### Zoomed window, run 1

Window x 37 to 57, y 37 to 57 um. Cells in grey, sequential cells in the stronger grey; small squares are vias.
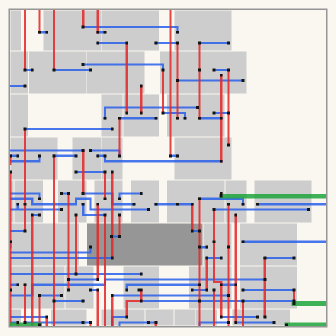
### Sizing map, run 1

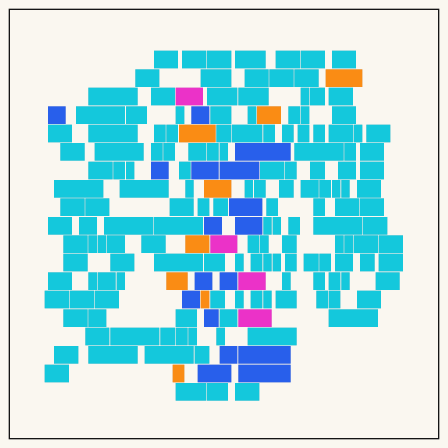
### I/O pins on the die edge, run 1

Bar = 20 um. Pins as bars across the die edge, other pins in grey.
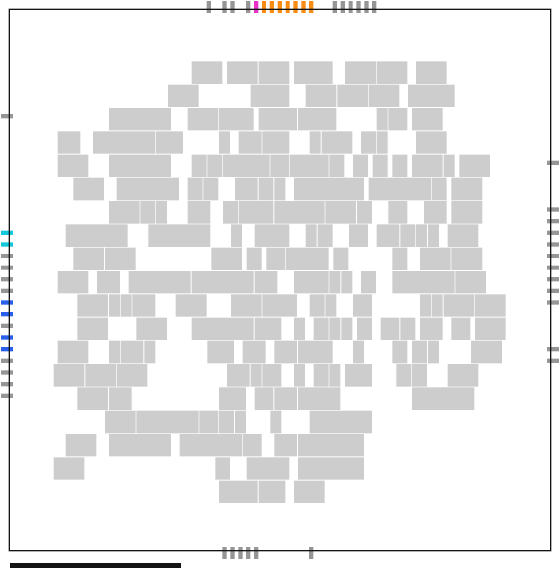
### Placement view, run 1

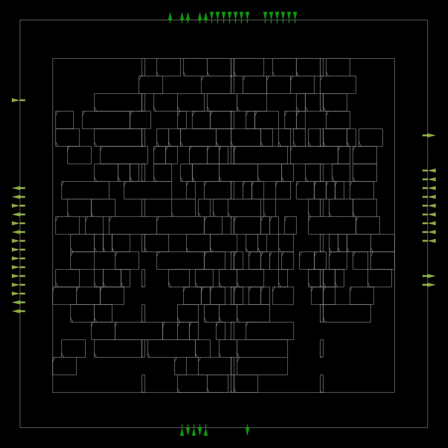
--- config.mk ---
export PLATFORM = sky130hd
export DESIGN_NAME = alu_issue_arbiter
export DESIGN_NICKNAME = d
export VERILOG_FILES = /design/src/rtl/alu_issue_arbiter_pkg.sv /design/src/rtl/alu_op_decode.sv /design/src/rtl/alu_issue_arbiter.sv
export SDC_FILE = /design/constraint.sdc
export NUM_CORES = 1
export LEC_CHECK = 0
export CORE_MARGIN = 5
export CORE_UTILIZATION = 35
export DETAILED_ROUTE_END_ITERATION = 6
export GPL_TIMING_DRIVEN = 0
export PLACE_DENSITY = 0.73
export RECOVER_POWER = 100
export SETUP_SLACK_MARGIN = 0.2
export SYNTH_ARGS = -nofsm -noshare
export SYNTH_HDL_FRONTEND = slang
export SYNTH_SLANG_ARGS = --single-unit
export TNS_END_PERCENT = 5
--- constraint.sdc ---
create_clock -name clk -period 1.8 [get_ports clk]
set_input_delay 0.36 -clock clk [delete_from_list [all_inputs] [get_ports clk]]
set_output_delay 0.36 -clock clk [all_outputs]
set_load 0.01 [all_outputs]
--- src/rtl/alu_issue_arbiter_pkg.sv ---
// Shared ALU datapath encodings: aluop codes, operand-mux selects, RV32I opcodes
// and the decoded-control bundle carried in the issue slot.
package alu_issue_arbiter_pkg;

    typedef enum logic [3:0] {
        ALU_ADD  = 4'd0,
        ALU_SUB  = 4'd1,
        ALU_SLL  = 4'd2,
        ALU_SLT  = 4'd3,
        ALU_SLTU = 4'd4,
        ALU_XOR  = 4'd5,
        ALU_SRL  = 4'd6,
        ALU_SRA  = 4'd7,
        ALU_OR   = 4'd8,
        ALU_AND  = 4'd9
    } alu_op_e;

    typedef enum logic [1:0] {
        MUX1_RS1  = 2'b00,
        MUX1_PC   = 2'b01,
        MUX1_ZERO = 2'b10
    } mux1_e;

    typedef enum logic [1:0] {
        MUX2_RS2   = 2'b00,
        MUX2_SHAMT = 2'b01,
        MUX2_IMM12 = 2'b10,
        MUX2_IMM20 = 2'b11
    } mux2_e;

    localparam logic [6:0] OPC_OP     = 7'b0110011;
    localparam logic [6:0] OPC_OP_IMM = 7'b0010011;
    localparam logic [6:0] OPC_LUI    = 7'b0110111;
    localparam logic [6:0] OPC_AUIPC  = 7'b0010111;

    typedef struct packed {
        logic    illegal;
        mux1_e   mux1;
        mux2_e   mux2;
        alu_op_e aluop;
    } dec_t;

    localparam dec_t DEC_RESET = '{illegal: 1'b0, mux1: MUX1_RS1, mux2: MUX2_RS2, aluop: ALU_ADD};

    // Base operation selected by funct3 alone; bit-30 variants are layered on by the caller.
    function automatic alu_op_e funct3_op(input logic [2:0] funct3);
        alu_op_e op;
        case (funct3)
            3'b000:  op = ALU_ADD;
            3'b001:  op = ALU_SLL;
            3'b010:  op = ALU_SLT;
            3'b011:  op = ALU_SLTU;
            3'b100:  op = ALU_XOR;
            3'b101:  op = ALU_SRL;
            3'b110:  op = ALU_OR;
            default: op = ALU_AND;
        endcase
        return op;
    endfunction

endpackage

--- src/rtl/alu_op_decode.sv ---
// Combinational decode of opcode/funct3/bit30 into operand-mux selects, ALU op
// and an illegal flag for opcodes the shared ALU path does not handle.
module alu_op_decode
    import alu_issue_arbiter_pkg::*;
(
    input  logic [6:0] opcode_i,
    input  logic [2:0] funct3_i,
    input  logic       f7b5_i,
    output dec_t       dec_o
);

    logic is_shift_imm;

    assign is_shift_imm = (funct3_i == 3'b001) || (funct3_i == 3'b101);

    always_comb begin
        dec_o = DEC_RESET;
        case (opcode_i)
            OPC_OP: begin
                if (f7b5_i && funct3_i == 3'b000) begin
                    dec_o.aluop = ALU_SUB;
                end else if (f7b5_i && funct3_i == 3'b101) begin
                    dec_o.aluop = ALU_SRA;
                end else begin
                    dec_o.aluop = funct3_op(funct3_i);
                end
            end
            OPC_OP_IMM: begin
                // Bit 30 only matters for the immediate shifts; ADDI with it set is still ADD.
                if (is_shift_imm) begin
                    dec_o.mux2  = MUX2_SHAMT;
                    dec_o.aluop = (funct3_i == 3'b101 && f7b5_i) ? ALU_SRA : funct3_op(funct3_i);
                end else begin
                    dec_o.mux2  = MUX2_IMM12;
                    dec_o.aluop = funct3_op(funct3_i);
                end
            end
            OPC_LUI: begin
                dec_o.mux1 = MUX1_ZERO;
                dec_o.mux2 = MUX2_IMM20;
            end
            OPC_AUIPC: begin
                dec_o.mux1 = MUX1_PC;
                dec_o.mux2 = MUX2_IMM20;
            end
            default: begin
                dec_o.illegal = 1'b1;
            end
        endcase
    end

endmodule

--- src/rtl/alu_issue_arbiter.sv ---
// Round-robin arbiter sharing the ALU operand-mux/ALU path between two issue
// slots, with a registered valid/ready issue stage feeding execute.
module alu_issue_arbiter
    import alu_issue_arbiter_pkg::*;
#(
    parameter int TAG_W = 4
) (
    input  logic             clk,
    input  logic             rst,

    input  logic             req0_valid,
    output logic             req0_ready,
    input  logic [6:0]       req0_opcode,
    input  logic [2:0]       req0_funct3,
    input  logic             req0_f7b5,
    input  logic [TAG_W-1:0] req0_tag,

    input  logic             req1_valid,
    output logic             req1_ready,
    input  logic [6:0]       req1_opcode,
    input  logic [2:0]       req1_funct3,
    input  logic             req1_f7b5,
    input  logic [TAG_W-1:0] req1_tag,

    output logic             issue_valid,
    input  logic             issue_ready,
    output logic             issue_src,
    output logic [1:0]       issue_mux1,
    output logic [1:0]       issue_mux2,
    output logic [3:0]       issue_aluop,
    output logic [TAG_W-1:0] issue_tag,
    output logic             issue_illegal
);

    logic             valid_q, valid_d;
    logic             rr_ptr_q, rr_ptr_d;
    logic             src_q, src_d;
    dec_t             dec_q, dec_d;
    logic [TAG_W-1:0] tag_q, tag_d;

    logic             slot_load;
    logic             grant0, grant1, grant_any;
    logic [6:0]       sel_opcode;
    logic [2:0]       sel_funct3;
    logic             sel_f7b5;
    logic [TAG_W-1:0] sel_tag;
    dec_t             sel_dec;

    // The slot accepts when empty or draining this cycle; nothing is granted during reset.
    assign slot_load = ~valid_q | issue_ready;
    assign grant0    = ~rst & slot_load & req0_valid & (~req1_valid | ~rr_ptr_q);
    assign grant1    = ~rst & slot_load & req1_valid & (~req0_valid |  rr_ptr_q);
    assign grant_any = grant0 | grant1;

    assign sel_opcode = grant1 ? req1_opcode : req0_opcode;
    assign sel_funct3 = grant1 ? req1_funct3 : req0_funct3;
    assign sel_f7b5   = grant1 ? req1_f7b5   : req0_f7b5;
    assign sel_tag    = grant1 ? req1_tag    : req0_tag;

    alu_op_decode u_decode (
        .opcode_i (sel_opcode),
        .funct3_i (sel_funct3),
        .f7b5_i   (sel_f7b5),
        .dec_o    (sel_dec)
    );

    always_comb begin
        valid_d  = valid_q;
        rr_ptr_d = rr_ptr_q;
        src_d    = src_q;
        dec_d    = dec_q;
        tag_d    = tag_q;
        if (grant_any) begin
            valid_d  = 1'b1;
            rr_ptr_d = grant0;
            src_d    = grant1;
            dec_d    = sel_dec;
            tag_d    = sel_tag;
        end else if (issue_ready) begin
            valid_d  = 1'b0;
        end
    end

    always_ff @(posedge clk) begin
        if (rst) begin
            valid_q  <= 1'b0;
            rr_ptr_q <= 1'b0;
            src_q    <= 1'b0;
            dec_q    <= DEC_RESET;
            tag_q    <= '0;
        end else begin
            valid_q  <= valid_d;
            rr_ptr_q <= rr_ptr_d;
            src_q    <= src_d;
            dec_q    <= dec_d;
            tag_q    <= tag_d;
        end
    end

    assign req0_ready    = grant0;
    assign req1_ready    = grant1;
    assign issue_valid   = valid_q;
    assign issue_src     = src_q;
    assign issue_mux1    = dec_q.mux1;
    assign issue_mux2    = dec_q.mux2;
    assign issue_aluop   = dec_q.aluop;
    assign issue_tag     = tag_q;
    assign issue_illegal = dec_q.illegal;

    a_grant_onehot: assert property (@(posedge clk) !(grant0 && grant1));
    a_mux1_legal:   assert property (@(posedge clk) disable iff (rst) issue_mux1 != 2'b11);
    a_aluop_legal:  assert property (@(posedge clk) disable iff (rst) issue_aluop <= 4'd9);

endmodule

==> impl_metrics.toml, run 1 <==
# generated from flow reports
[outcome]
status = "finished clean"

[die]
fp_util_pct = 36.06
die_h_um = 63.08
ioPinCount = 52
die_w_um = 63.08

[power_and_ir_drop]
p_leak_uw = 0.0007272
p_sw_uw = 254.7
power_leader = "sequential cells"
p_int_uw = 638.7
power_combinational_uw = 259
ir_worst_vdd_v = 0.0004191
power.share.combinational_pct = 29.0
pg_seq_uw = 384
clkPwrFrac_pct = 28.0
pg_clk_uw = 250
seqPwrFrac_pct = 43.0
switching_share_pct = 28.51

[global_route]
top_usage_layer = "met2"
overflow = 0
grt_max_degree = 11
grt.met1_usage_pct = 20.63
met2_usage_pct = 26.03
grtUsageTotal_pct = 16.51
grt_pass1_vias = 1186
grtUsageMet3_pct = 5.506

[synthesis]
ys_sh_aoi_pct = 22.08
synth_area_um2 = 985.9
simple_gate_share_pct = 33.25
syn_nets = 159
edf_count = 0
synthCells = 124
syn_avg_cell_area_um2 = 7.951
ys_chip_area_um2 = 985.9
ys_ff = 16
ys_sh_mux_pct = 7.234
yosys_warnings = 0
ys_types = 42
most_common_cell = "dfxtp_1"
largest_area_cell = "dfxtp_1"
async_flop_share_pct = 0
ys_seq_share_pct = 32.49
area_leaders = "dfxtp_1, mux2i_1, o21ai_0"
top_logic_kind = "simple AND/OR/NAND/NOR gates"
flop_cell = "dfxtp_1"
xor_area_share_pct = 0

[final_layout]
fin_nets = 219
seq_cells = 16
seq_share_pct = 19.10
antennaDiodeCount = 0
comb_area_share_pct = 40.82
clock_area_share_pct = 2.164
n_all_buffers = 60
drive_gt1_share_pct = 15.85
instances_no_fill = 214
mi_logic_area_um2 = 684.4
dominant_cells = "logic gates"
area_growth_pct = 70.05
nClkBuffers = 4

[detailed_routing]
vias_per_cell = 5.500
drt_iter0_markers = 125
drc = 0
ant_nets = 0
wl_per_cell_um = 14.80
wl_met2_mm = 1.472
dr_total_vias = 1177
top_layer = "met4"
wl_met3_um = 249
wirelength_met1_mm = 1.389

[place]
portBuffers = 50
gp_congestion = 0.8227
place_inst = 205

[timing]
fin_crit_sh_pct = 89.90
worst-slew-pin-transition_ps = 441.6
drv_slew = 0
fin_skew_ps = 3.192
timing.final.setup_violations = 0
slew_headroom_pct = 70.56
hold_viol = 0
grt_setup_unrepaired = "yes"
period_needed_ps = 1618

[clock_network]
cts_hold_buf = 0
cts_buffers = 3
clk_pin_slew_ps = 110
htreeDepth = 1
cts_tree = "yes"
post-cts-setup-buffers = 5
cts_root_buf = "clkbuf_4"
clock_latency_ps = 290

[critical_path]
crit_chain = "dlygate4sd3_1"
cp_max_fo = 2
path_delay_family = "buffers and inverters"
worstPathRequired_ps = 1440
cp-end-kind = "output pin"
cpPeakStageDelay_ps = 610
worst-setup-path-type = "reg -> out"
critPathBufInv = 1
start_kind = "register"
cp.arrival_ps = 1260

[hold_path]
min_path_type = "in -> reg"

[job]
tool_warnings = 28
Notes on 'Zoomed window' above:
Key: met1 = blue; met2 = red; met3 = green
Netlist names of flops here include issue_aluop (1). 29 logic cells have their middle in the window. Most frequent: clkdlybuf4s50_1 (8), o21ai_0 (3), a21oi_1 (3). Sequential cells in the window: 1.

Notes on 'Sizing map' above:
Key: drive 3 to 4 = blue [cells 17, share 9.3%]; drive 1 or less = cyan [cells 154, share 84%]; drive 2 = orange [cells 8, share 4.4%]; drive 6 and up = magenta [cells 4, share 2.2%]

Notes on 'I/O pins on the die edge' above:
Key: req0_opcode = orange [pins 7, direction input, edge north]; issue_mux1 = cyan [pins 2, direction output, edge west]; req1_tag = blue [pins 4, direction input, edge west]; issue_illegal = magenta [pins 1, direction output, edge north]
All pins by edge: 18 north, 16 west, 12 east, 6 south.

Notes on 'Placement view' above:
tapcell count: 31
core area: 0.002734 mm^2
Fillers: 244
FP Rows: 19
Layout Utilization: 61.33%

## run 1: per-stage QoR
| stage | util, % | power [uW] | setup WS (ps) |
|---|---|---|---|
| 5_1_grt | 61.33 | 935.7 | 113.7 |
| 6_report | 61.33 | 893.4 | 181.7 |
| 4_1_cts | 58.99 | 897.2 | 146.2 |
| 3_3_place_gp | 55.79 | 634.4 | -562.9 |
| 3_5_place_dp | 55.79 | 640.1 | -568.9 |
| 2_1_floorplan | - | 494.3 | 407.4 |
## run 1: path summary, 6_finish.rpt
path                 startpoint             to  slack (ps)  cells past startpoint
hold reg to reg   issue_mux1[1]  issue_mux1[1]         460                      2
setup reg to reg       rr_ptr_q  issue_mux1[0]         270                      7
hold / removal              rst  issue_mux1[1]         320                      2
setup / recovery   issue_tag[3]   issue_tag[3]         180                      1
--- run 2 (diff from run 1) ---
- CORE_MARGIN: 5 -> 2
==> impl_metrics.toml, run 2 <==
# generated from flow reports
[hold_path]
holdPathStages = 2
worstHoldStart = "rst"
min_path_type = "in -> reg"

[place]
portBuffers = 50

[power_and_ir_drop]
clkPwrFrac_pct = 28.5
p_leak_uw = 0.0007345
pg_clk_uw = 257
pg_seq_uw = 384
power.share.combinational_pct = 29.0
ir_worst_vdd_v = 0.0004902
p_total_uw = 903.2

[detailed_routing]
wl_met2_mm = 1.571
top_layer = "met4"
wirelength_met1_mm = 1.370
drc = 0
drt_iter0_markers = 28
wl_met3_um = 180
vias_per_cell = 5.526
ant_nets = 0

[global_route]
grt_pass1_vias = 1089
grt.met1_usage_pct = 23.28
overflow = 0
grtUsageTotal_pct = 18.76
met2_usage_pct = 31.69
top_usage_layer = "met2"
grt_max_degree = 11

[critical_path]
critPathBufInv = 1
cp_max_fo = 2
r2r_slack_ps = 240
cp-endpoint = "issue_illegal"
startpoint = "issue_illegal"
cpPeakStageDelay_ps = 610
worst-setup-path-type = "reg -> out"
start_kind = "register"
cp-end-kind = "output pin"
r2r_start = "issue_valid"
crit_chain = "dlygate4sd3_1"

[final_layout]
drive_gt1_share_pct = 15.38
nClkBuffers = 4
area_growth_pct = 69.67
fin_nets = 218
clock_area_share_pct = 2.169
n_all_buffers = 59
comb_area_share_pct = 40.99
seq_share_pct = 19.15
antennaDiodeCount = 0

[outcome]
status = "finished clean"

[synthesis]
most_common_cell = "dfxtp_1"
synth_area_um2 = 985.9
ys_types = 42
flop_cell = "dfxtp_1"
ys_seq_share_pct = 32.49
edf_count = 0
syn_avg_cell_area_um2 = 7.951

[timing]
period_needed_ps = 1636
worst-slew-pin-transition_ps = 484.5
fin_crit_sh_pct = 90.89
slew_headroom_pct = 67.70

[clock_network]
post-cts-setup-buffers = 4
clk_pin_slew_ps = 120
clock_latency_ps = 310
cts_root_buf = "clkbuf_4"
cts_hold_buf = 0
cts_tree = "yes"

[die]
ioPinCount = 52
fp_util_pct = 36.38
design.core.area_mm2 = 0.002710

[job]
tool_warnings = 28
-- run 2: metrics by stage --
stage / setup slack, ps / hold slack (ps)
after floorplan: 407.4 / 473.8
after global placement: -561.9 / 447.3
after detailed placement: -569.7 / 451.3
after CTS: 151.2 / 312.2
after global routing: 94.81 / 335.0
final: 164.1 / 321.2
-- run 2: logic make-up after synthesis --
kind of cell,count (synthesis),share of synthesized area (%)
AND-OR/OR-AND,36,22.08
buffers and inverters,9,4.950
flip-flops,16,32.49
multiplexers,7,7.234
AND/OR/NAND/NOR,56,33.25
-- run 2: how the worst min path moves through the flow --
stage | slack, ps | to
after floorplan | 470 | rr_ptr_q
after global placement | 450 | issue_aluop[2]
after detailed placement | 450 | issue_mux1[1]
after CTS | 310 | issue_valid
after global routing | 330 | issue_mux1[1]
final | 320 | issue_valid
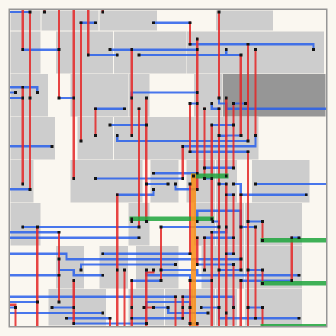
*Zoomed window, run 2*
Window x 33 to 53, y 33 to 53 um. Cells in grey, sequential cells in the stronger grey; small squares are vias.
Key: met1 = blue; met2 = red; met4 = orange; met3 = green
Netlist names of flops here include issue_aluop (1). Most frequent: clkdlybuf4s50_1 (7), nand2_1 (3), a21oi_1 (3). 32 logic cells have their middle in the window. Sequential cells in the window: 1.

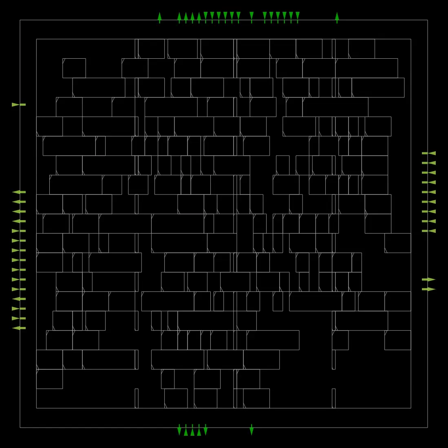
*Placement view, run 2*
Non-Filler Instances: 213
Fillers: 248
flop count: 16
Layout Utilization: 61.73%

--- run 3 (diff from run 2) ---
==> constraint.sdc (replaced) <==
create_clock -name clk -period 1.8 [get_ports clk]
set_input_delay 0.54 -clock clk [delete_from_list [all_inputs] [get_ports clk]]
set_output_delay 0.54 -clock clk [all_outputs]
set_load 0.01 [all_outputs]
==> impl_metrics.toml, run 3 <==
# generated from flow reports
[outcome]
status = "finished clean"

[synthesis]
ys_types = 42
top_logic_kind = "simple AND/OR/NAND/NOR gates"
synth_area_um2 = 985.9
flop_cell = "dfxtp_1"
yosys_warnings = 0
most_common_cell = "dfxtp_1"
adder_share_pct = 0
largest_area_cell = "dfxtp_1"
xor_area_share_pct = 0
edf_count = 0
ys_seq_share_pct = 32.49
ys_sh_aoi_pct = 22.08
syn_avg_cell_area_um2 = 7.951
ys_chip_area_um2 = 985.9
ys_sh_mux_pct = 7.234
simple_gate_share_pct = 33.25
common_cells = "dfxtp_1, nor2_1, nand2_1"

[clock_network]
cts.sinks = 16
cts_root_buf = "clkbuf_4"
cts_tree = "yes"
post-cts-setup-buffers = 4
cts_buffers = 3
clk_pin_slew_ps = 100
cts.repair.resized = 31
cts_hold_buf = 0
clock_latency_ps = 290

[hold_path]
holdPathStages = 2
min_to = "issue_aluop[3]"
min_path_type = "reg -> reg"
worstHoldStart = "issue_aluop[3]"

[place]
portBuffers = 50
dpl_worst_slack_ps = -807.0

[global_route]
grtUsageTotal_pct = 19.20
met2_usage_pct = 31.36
top_usage_layer = "met2"
grt.met1_usage_pct = 24.44
grt_pass1_vias = 1103
overflow = 0
grt_max_degree = 11

[critical_path]
cpPeakStageDelay_ps = 220
cp-end-kind = "output pin"
r2r_start = "rr_ptr_q"
startpoint = "req0_valid"
worst-setup-path-type = "in -> out"
cp-endpoint = "req1_ready"
critPathBufInv = 3
r2r_slack_ps = 240
start_kind = "input port"
cp_max_fo = 3
crit_chain = "clkdlybuf4s15_2 -> nand2b_1 -> nand4_4 -> inv_2 -> buf_6"

[timing]
timing.final.setup_violations = 0
fin_skew_ps = 3.067
period_needed_ps = 1739
drv_slew = 0
worst_slack_ps = 60.66
worst-slew-pin-transition_ps = 454.3
timing.hold.ws_ps = 470.9
slew_headroom_pct = 69.71
fin_crit_sh_pct = 96.63

[detailed_routing]
vias_per_cell = 5.507
wirelength_met1_mm = 1.294
wl_met3_um = 198
wl_met2_mm = 1.488
drt_iter0_markers = 18
wl_per_cell_um = 14.31
top_layer = "met4"
drc = 0
ant_nets = 0

[power_and_ir_drop]
p_leak_uw = 0.0006384
power.share.combinational_pct = 28.7
pg_seq_uw = 385
clkPwrFrac_pct = 28.0
pg_clk_uw = 249
switching_share_pct = 28.13
p_total_uw = 890.0
ir_worst_vdd_v = 0.0004302

[final_layout]
mostFrequentLayoutCell = "clkdlybuf4s50_1"
instances_no_fill = 213
drive_gt1_share_pct = 15.38
final_core_utilization_pct = 59.88
fin_nets = 218
nFillCells = 266
area_growth_pct = 64.59
antennaDiodeCount = 0
regArea_um2 = 321.6

[job]
tool_warnings = 28

[die]
chipArea_mm2 = 0.003258
ioPinCount = 52
design.core.area_mm2 = 0.002710
fp_util_pct = 36.38
==> run 3: cell counts after synthesis <==
Identical to the previous run, type by type.
==> run 3: area by class of cell <==
cell class                      count  share of cell area (%)
Multi-Input combinational cell     99                   40.32
Timing Repair Buffer               54                   32.31
Sequential cell                    16                   19.81
Tap cell                           31                   2.390
Clock buffer                        4                   2.236
Buffer                              5                   1.850
Inverter                            4                   1.079
==> run 3: logic make-up (layout without fill, tap and decap cells) <==
| kind of cell | Yosys count | after routing |
|---|---|---|
| simple gates | 56 | 56 |
| compound gates | 36 | 36 |
| flops | 16 | 16 |
| buf+inv | 9 | 67 |
| mux | 7 | 7 |
==> run 3: worst min-delay path: cells and delay by family (launching register included) <==
kind / cells / cell delay (ps)
flip-flops: 1 / 320
AND/OR/NAND/NOR: 1 / 60
AND-OR/OR-AND: 1 / 50
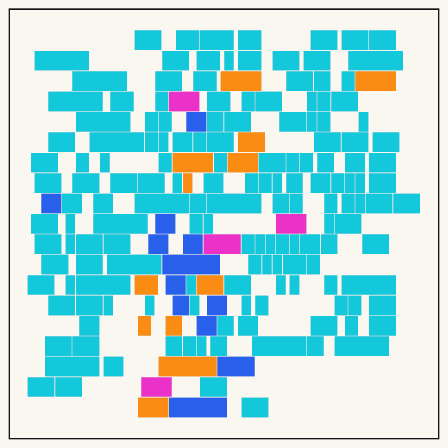
*Sizing map, run 3*
Key: drive 1 or less = cyan [cells 154, share 85%]; drive 3 to 4 = blue [cells 12, share 6.6%]; drive 6 and up = magenta [cells 4, share 2.2%]; drive 2 = orange [cells 12, share 6.6%]

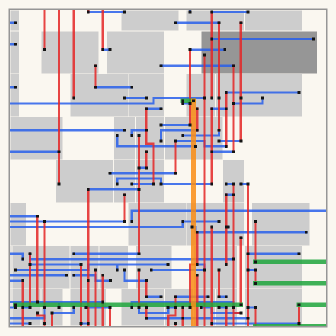
*Zoomed window, run 3*
Window x 33 to 53, y 33 to 53 um. Cells in grey, sequential cells in the stronger grey; small squares are vias.
Key: met4 = orange; met2 = red; met1 = blue; met3 = green
Most frequent: clkdlybuf4s50_1 (9), nor2_1 (3), a21oi_1 (3). Netlist names of flops here include issue_aluop (1). Sequential cells in the window: 1. 32 logic cells have their middle in the window.


==> layout pictures side by side <==
Cell density map.
Plate I
6 x 6 tiles, from white (low) to dark blue (high), 0 to 100% covered.
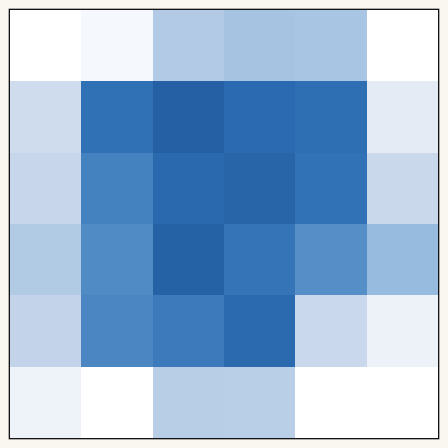
Plate II
11 x 11 tiles, from white (low) to dark blue (high), 0 to 100% covered.
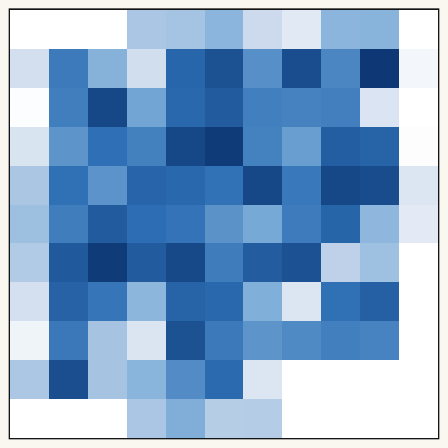
| picture | from |
|---|---|
| Plate II | run 3 |
| Plate I | run 1 |

Power figures rest on the tool's default switching activity, not on a simulated workload.
